===== src/rtl/multicycle_ctrl_unit.sv =====
// multicycle_ctrl_unit
//   Multicycle RV32I control FSM sitting between the instruction register /
//   decoder and the datapath. It handles the instruction-fetch and data-bus
//   ready handshakes and runs a wait-state watchdog. It raises traps for
//   illegal instructions and bus/fetch timeouts. It also counts retired
//   instructions.
//
// Ports
//   clk, reset_n        clock (rising edge), async active-low reset
//   instrCode           instruction word, valid from DECODE onwards
//   imemReady/busReady  fetch / data-bus completion handshakes
//   imemReq, instrEn, PCEn, regFileWe, busReq, busWe    datapath strobes
//   aluControl, aluSrcMuxSel, RFWDSrcMuxSel             datapath muxing
//   branch, jal, jalr   PC-select qualifiers
//   func3               load extension select (L_WB only)
//   trap, trapCause     one-cycle trap pulse and its cause
//   instrRetired        one-cycle pulse per completed instruction
//   instret             retired-instruction counter
//
// State is registered. Outputs are decoded combinationally from the state
// and the ready inputs, because a ready handshake must take effect in the
// same cycle it arrives.
module multicycle_ctrl_unit #(
    parameter int unsigned BUS_TIMEOUT  = 15,
    parameter bit          TIMEOUT_EN   = 1'b1,
    parameter int unsigned RETIRE_CNT_W = 32
) (
    input  logic                    clk,
    input  logic                    reset_n,
    input  logic [31:0]             instrCode,
    input  logic                    imemReady,
    input  logic                    busReady,
    output logic                    imemReq,
    output logic                    instrEn,
    output logic                    PCEn,
    output logic                    regFileWe,
    output logic [3:0]              aluControl,
    output logic                    aluSrcMuxSel,
    output logic                    busReq,
    output logic [1:0]              busWe,
    output logic [2:0]              RFWDSrcMuxSel,
    output logic                    branch,
    output logic                    jal,
    output logic                    jalr,
    output logic [2:0]              func3,
    output logic                    trap,
    output logic [1:0]              trapCause,
    output logic                    instrRetired,
    output logic [RETIRE_CNT_W-1:0] instret
);

    typedef enum logic [3:0] {
        FETCH, DECODE, R_EXE, I_EXE, B_EXE, LU_EXE, AU_EXE, J_EXE, JL_EXE,
        S_EXE, S_MEM, L_EXE, L_MEM, L_WB, TRAP
    } state_e;

    localparam logic [6:0] OP_R     = 7'b0110011;
    localparam logic [6:0] OP_I     = 7'b0010011;
    localparam logic [6:0] OP_B     = 7'b1100011;
    localparam logic [6:0] OP_LUI   = 7'b0110111;
    localparam logic [6:0] OP_AUIPC = 7'b0010111;
    localparam logic [6:0] OP_JAL   = 7'b1101111;
    localparam logic [6:0] OP_JALR  = 7'b1100111;
    localparam logic [6:0] OP_S     = 7'b0100011;
    localparam logic [6:0] OP_L     = 7'b0000011;

    localparam logic [1:0] CAUSE_ILLEGAL = 2'b01;
    localparam logic [1:0] CAUSE_BUS     = 2'b10;
    localparam logic [1:0] CAUSE_FETCH   = 2'b11;

    // Last tolerated not-ready count; reaching it on a not-ready cycle traps.
    localparam logic [7:0] TO_LAST = 8'(BUS_TIMEOUT - 1);

    state_e                  state_q, state_d;
    logic [7:0]              wait_cnt_q, wait_cnt_d;
    logic [1:0]              cause_q, cause_d;
    logic [RETIRE_CNT_W-1:0] instret_q, instret_d;

    logic [6:0] opcode;
    logic [2:0] f3;
    logic       timeout_hit;
    logic       wait_stall;

    assign opcode      = instrCode[6:0];
    assign f3          = instrCode[14:12];
    assign timeout_hit = TIMEOUT_EN && (wait_cnt_q == TO_LAST);
    assign instret     = instret_q;

    always_comb begin
        state_d       = state_q;
        wait_cnt_d    = wait_cnt_q;
        cause_d       = cause_q;
        wait_stall    = 1'b0;
        imemReq       = 1'b0;
        instrEn       = 1'b0;
        PCEn          = 1'b0;
        regFileWe     = 1'b0;
        aluControl    = 4'b0000;
        aluSrcMuxSel  = 1'b0;
        busReq        = 1'b0;
        busWe         = 2'b00;
        RFWDSrcMuxSel = 3'b000;
        branch        = 1'b0;
        jal           = 1'b0;
        jalr          = 1'b0;
        func3         = 3'b000;
        trap          = 1'b0;
        trapCause     = 2'b00;
        instrRetired  = 1'b0;

        case (state_q)
            FETCH: begin
                imemReq = 1'b1;
                if (imemReady) begin
                    instrEn = 1'b1;
                    PCEn    = 1'b1;
                    state_d = DECODE;
                end else if (timeout_hit) begin
                    state_d = TRAP;
                    cause_d = CAUSE_FETCH;
                end else begin
                    wait_stall = 1'b1;
                end
            end
            DECODE: begin
                state_d = TRAP;
                cause_d = CAUSE_ILLEGAL;
                case (opcode)
                    OP_R:     state_d = R_EXE;
                    OP_I:     state_d = I_EXE;
                    OP_B:     state_d = B_EXE;
                    OP_LUI:   state_d = LU_EXE;
                    OP_AUIPC: state_d = AU_EXE;
                    OP_JAL:   state_d = J_EXE;
                    OP_JALR:  state_d = JL_EXE;
                    OP_S:     if (f3 inside {3'b000, 3'b001, 3'b010}) state_d = S_EXE;
                    OP_L:     if (f3 inside {3'b000, 3'b001, 3'b010, 3'b100, 3'b101}) state_d = L_EXE;
                    default:  state_d = TRAP;
                endcase
            end
            R_EXE: begin
                regFileWe    = 1'b1;
                aluControl   = {instrCode[30], f3};
                instrRetired = 1'b1;
                state_d      = FETCH;
            end
            I_EXE: begin
                regFileWe    = 1'b1;
                aluSrcMuxSel = 1'b1;
                // Only SRLI/SRAI use bit 30 as an opcode bit; elsewhere it is immediate.
                aluControl   = (f3 == 3'b101) ? {instrCode[30], f3} : {1'b0, f3};
                instrRetired = 1'b1;
                state_d      = FETCH;
            end
            B_EXE: begin
                branch       = 1'b1;
                aluControl   = {1'b0, f3};
                instrRetired = 1'b1;
                state_d      = FETCH;
            end
            LU_EXE: begin
                regFileWe     = 1'b1;
                RFWDSrcMuxSel = 3'b010;
                instrRetired  = 1'b1;
                state_d       = FETCH;
            end
            AU_EXE: begin
                regFileWe     = 1'b1;
                RFWDSrcMuxSel = 3'b011;
                instrRetired  = 1'b1;
                state_d       = FETCH;
            end
            J_EXE: begin
                regFileWe     = 1'b1;
                RFWDSrcMuxSel = 3'b100;
                jal           = 1'b1;
                instrRetired  = 1'b1;
                state_d       = FETCH;
            end
            JL_EXE: begin
                regFileWe     = 1'b1;
                RFWDSrcMuxSel = 3'b100;
                jal           = 1'b1;
                jalr          = 1'b1;
                instrRetired  = 1'b1;
                state_d       = FETCH;
            end
            S_EXE: begin
                aluSrcMuxSel = 1'b1;
                state_d      = S_MEM;
            end
            S_MEM: begin
                aluSrcMuxSel = 1'b1;
                busReq       = 1'b1;
                // Store size code is funct3 + 1 for SB/SH/SW.
                busWe        = f3[1:0] + 2'b01;
                if (busReady) begin
                    instrRetired = 1'b1;
                    state_d      = FETCH;
                end else if (timeout_hit) begin
                    state_d = TRAP;
                    cause_d = CAUSE_BUS;
                end else begin
                    wait_stall = 1'b1;
                end
            end
            L_EXE: begin
                aluSrcMuxSel = 1'b1;
                state_d      = L_MEM;
            end
            L_MEM: begin
                aluSrcMuxSel  = 1'b1;
                busReq        = 1'b1;
                RFWDSrcMuxSel = 3'b001;
                if (busReady) begin
                    state_d = L_WB;
                end else if (timeout_hit) begin
                    state_d = TRAP;
                    cause_d = CAUSE_BUS;
                end else begin
                    wait_stall = 1'b1;
                end
            end
            L_WB: begin
                regFileWe     = 1'b1;
                aluSrcMuxSel  = 1'b1;
                RFWDSrcMuxSel = 3'b001;
                func3         = f3;
                instrRetired  = 1'b1;
                state_d       = FETCH;
            end
            TRAP: begin
                trap      = 1'b1;
                PCEn      = 1'b1;
                trapCause = cause_q;
                state_d   = FETCH;
            end
            default: state_d = FETCH;
        endcase

        // Count only stalled cycles; saturate so an unbounded wait cannot wrap.
        if (state_d != state_q) begin
            wait_cnt_d = 8'd0;
        end else if (wait_stall && (wait_cnt_q != 8'hFF)) begin
            wait_cnt_d = wait_cnt_q + 8'd1;
        end

        instret_d = instret_q + {{(RETIRE_CNT_W-1){1'b0}}, instrRetired};

        // Strobes drop asynchronously with reset so a pending store is abandoned at once.
        if (!reset_n) begin
            imemReq      = 1'b0;
            instrEn      = 1'b0;
            PCEn         = 1'b0;
            regFileWe    = 1'b0;
            busReq       = 1'b0;
            busWe        = 2'b00;
            trap         = 1'b0;
            instrRetired = 1'b0;
        end
    end

    always_ff @(posedge clk or negedge reset_n) begin
        if (!reset_n) begin
            state_q    <= FETCH;
            wait_cnt_q <= 8'd0;
            cause_q    <= 2'b00;
            instret_q  <= '0;
        end else begin
            state_q    <= state_d;
            wait_cnt_q <= wait_cnt_d;
            cause_q    <= cause_d;
            instret_q  <= instret_d;
        end
    end

endmodule


===== config.mk =====
export PLATFORM = sky130hd
export DESIGN_NAME = multicycle_ctrl_unit
export DESIGN_NICKNAME = d
export VERILOG_FILES = /design/src/rtl/multicycle_ctrl_unit.sv
export SDC_FILE = /design/constraint.sdc
export NUM_CORES = 1
export LEC_CHECK = 0
export CORE_MARGIN = 1.5
export CORE_UTILIZATION = 47
export DETAILED_ROUTE_END_ITERATION = 7
export GPL_TIMING_DRIVEN = 0
export PLACE_DENSITY = 0.81
export SLEW_MARGIN = 20
export SYNTH_ARGS = -nofsm -noshare
export SYNTH_HDL_FRONTEND = slang
export SYNTH_SLANG_ARGS = --single-unit

===== constraint.sdc =====
create_clock -name clk -period 3.8 [get_ports clk]
set_clock_uncertainty 0.15 [all_clocks]
set_input_delay 0.57 -clock clk [delete_from_list [all_inputs] [get_ports clk]]
set_output_delay 0.57 -clock clk [all_outputs]
set_load 0.1 [all_outputs]

logic_types.png
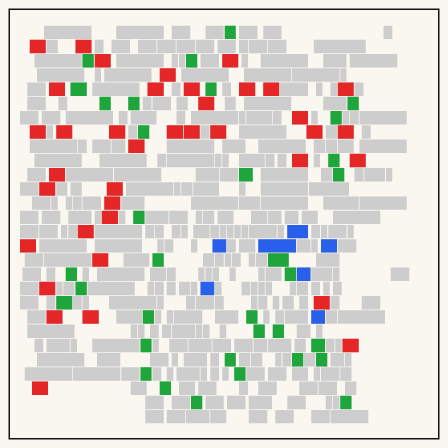
- blue: non-inverting ao/oa cells (cells 7)
- green: and/or cells (cells 34; most used and3_1)
- red: xor and xnor cells (cells 38; most used xnor2_1)

==> flow_summary.ini <==
; synthesis and place-and-route metrics
[cells_and_area]
final_cell_mix = clkdlybuf4s50_1 (56), dfrtp_1 (46), nor2_1 (29), nand2_1 (29), xnor2_1 (25)
layout-drive-gt1-share_pct = 8.59
flops = 46
bufAreaShareNonClock_pct = 20.8
logic_gate_count = 247
comb_share_pct = 43.1
clk_share_pct = 2.47
layout.area.comb_um2 = 1660
nonClockInverterCount = 12
area_growth_pct = 31.7
fillCellCount = 504
final_area_um2 = 3840
seq_share_pct = 30.0
lay_top_count = clkdlybuf4s50_1
nonClockBufferCount = 83
largest_register_ffs = 32
nNetsFinal = 438
fin_cells = 471

[routing]
met2_wirelength_um = 3440
drc_errors = 0
drt-met1-wl_um = 3220
drtIter0Drc = 160
route.vias.total = 2578
route.met3.wl_um = 329
via_per_inst = 5.47
dr.pass1.iters = 4
finalWirelength_um = 7080

[synthesis]
simple_gate_share_pct = 29.4
synthFlopType = dfrtp_1
syn-instance-count = 318
ys_cells = 318
edf_count = 0
ys_seq_share_pct = 39.5
synthesis.nets = 361
synth_flops = 46
synthAoiAreaFrac_pct = 11.7
xor_share_pct = 11.4
synthTopCellsByCount = dfrtp_1 (46), nand2_1 (29), nor2_1 (29)
synth_cell_types = 59
top_logic_kind = simple AND/OR/NAND/NOR gates
synth_top_cell_by_count = dfrtp_1
async_flop_share_pct = 100
synth.avg_cell_area_um2 = 9.18
largest_area_cell = dfrtp_1
area_leaders = dfrtp_1 (39%), xnor2_1 (7.5%), xor2_1 (3.9%)
yosys.area_share.adder_pct = 3.00
top_area_share_pct = 39.5

[timing]
fin_ws_ns = 0.191
worst_pin_slew_ns = 1.02
finalSetupTns_ns = 0
rsz0062_at_grt = false
relSlewSlack_pct = 31.9
hold_ws_ns = 0.160
final_hold_viol_count = 0
post-route-period-util_pct = 95.0

[power]
pwr-share-clk_pct = 13.7
power.total_mw = 2.32
comb_power_mw = 1.39
p_leak_nw = 1.77
p_int_mw = 1.06
powerClk_mw = 0.317
power_leader = combinational logic
p_comb_share_pct = 60.1
p_seq_share_pct = 26.2
switchingPower_mw = 1.26

[setup_path]
cp-endpoint = busWe[0]
arrival_ns = 2.89
reg2reg_from = state_q[1]$_DFF_PN0_
critPathBufInv = 3
crit_cells = 6
rrSetupSlack_ns = 0.56
cpMaxStageDelayCell = clkdlybuf4s50_1
r2r_end = instret[30]$_DFF_PN0_
path_max_fanout = 10
cp_common_cell = clkbuf_1
max_stage_delay_ns = 1.17
critical_path.startpoint = state_q[0]$_DFF_PN0_

[clock_network]
clockBufferDepth = 2
hold_buffers = 0
tritoncts = yes
htree_levels = 2
cts_inserted_buffers = 5
clock_sinks = 46
cts_root_buf = clkbuf_8

[die]
dieWidth_um = 81.8
io_pins = 93
fp_util_pct = 49.0
taps = 75
num_rows = 28
die-area_um2 = 6690
core_um2 = 5960

[global_routing]
groute.usage.overall_pct = 22.4
use_met2_pct = 36.5
antenna_found_initial = 0
busiest_layer = met2
grt_pass1_wl_um = 11700
grt_pass1_vias = 2494

[status]
outcome = finished clean

[run]
tool_warnings = 50

[placement]
numPortBuffers = 70
layer_met2.png
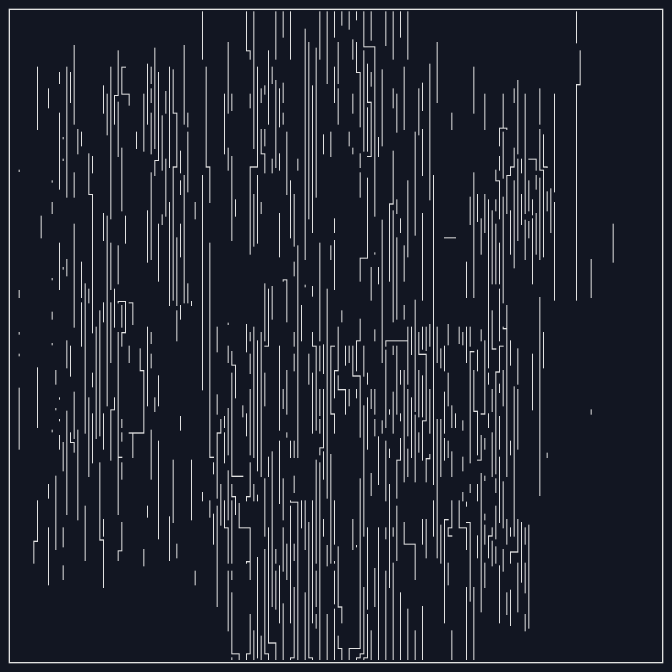
- main direction: vertical
- nets with wire on the layer: 358
- wire length on this layer: 3440 µm

Power and IR drop assume default switching activity.
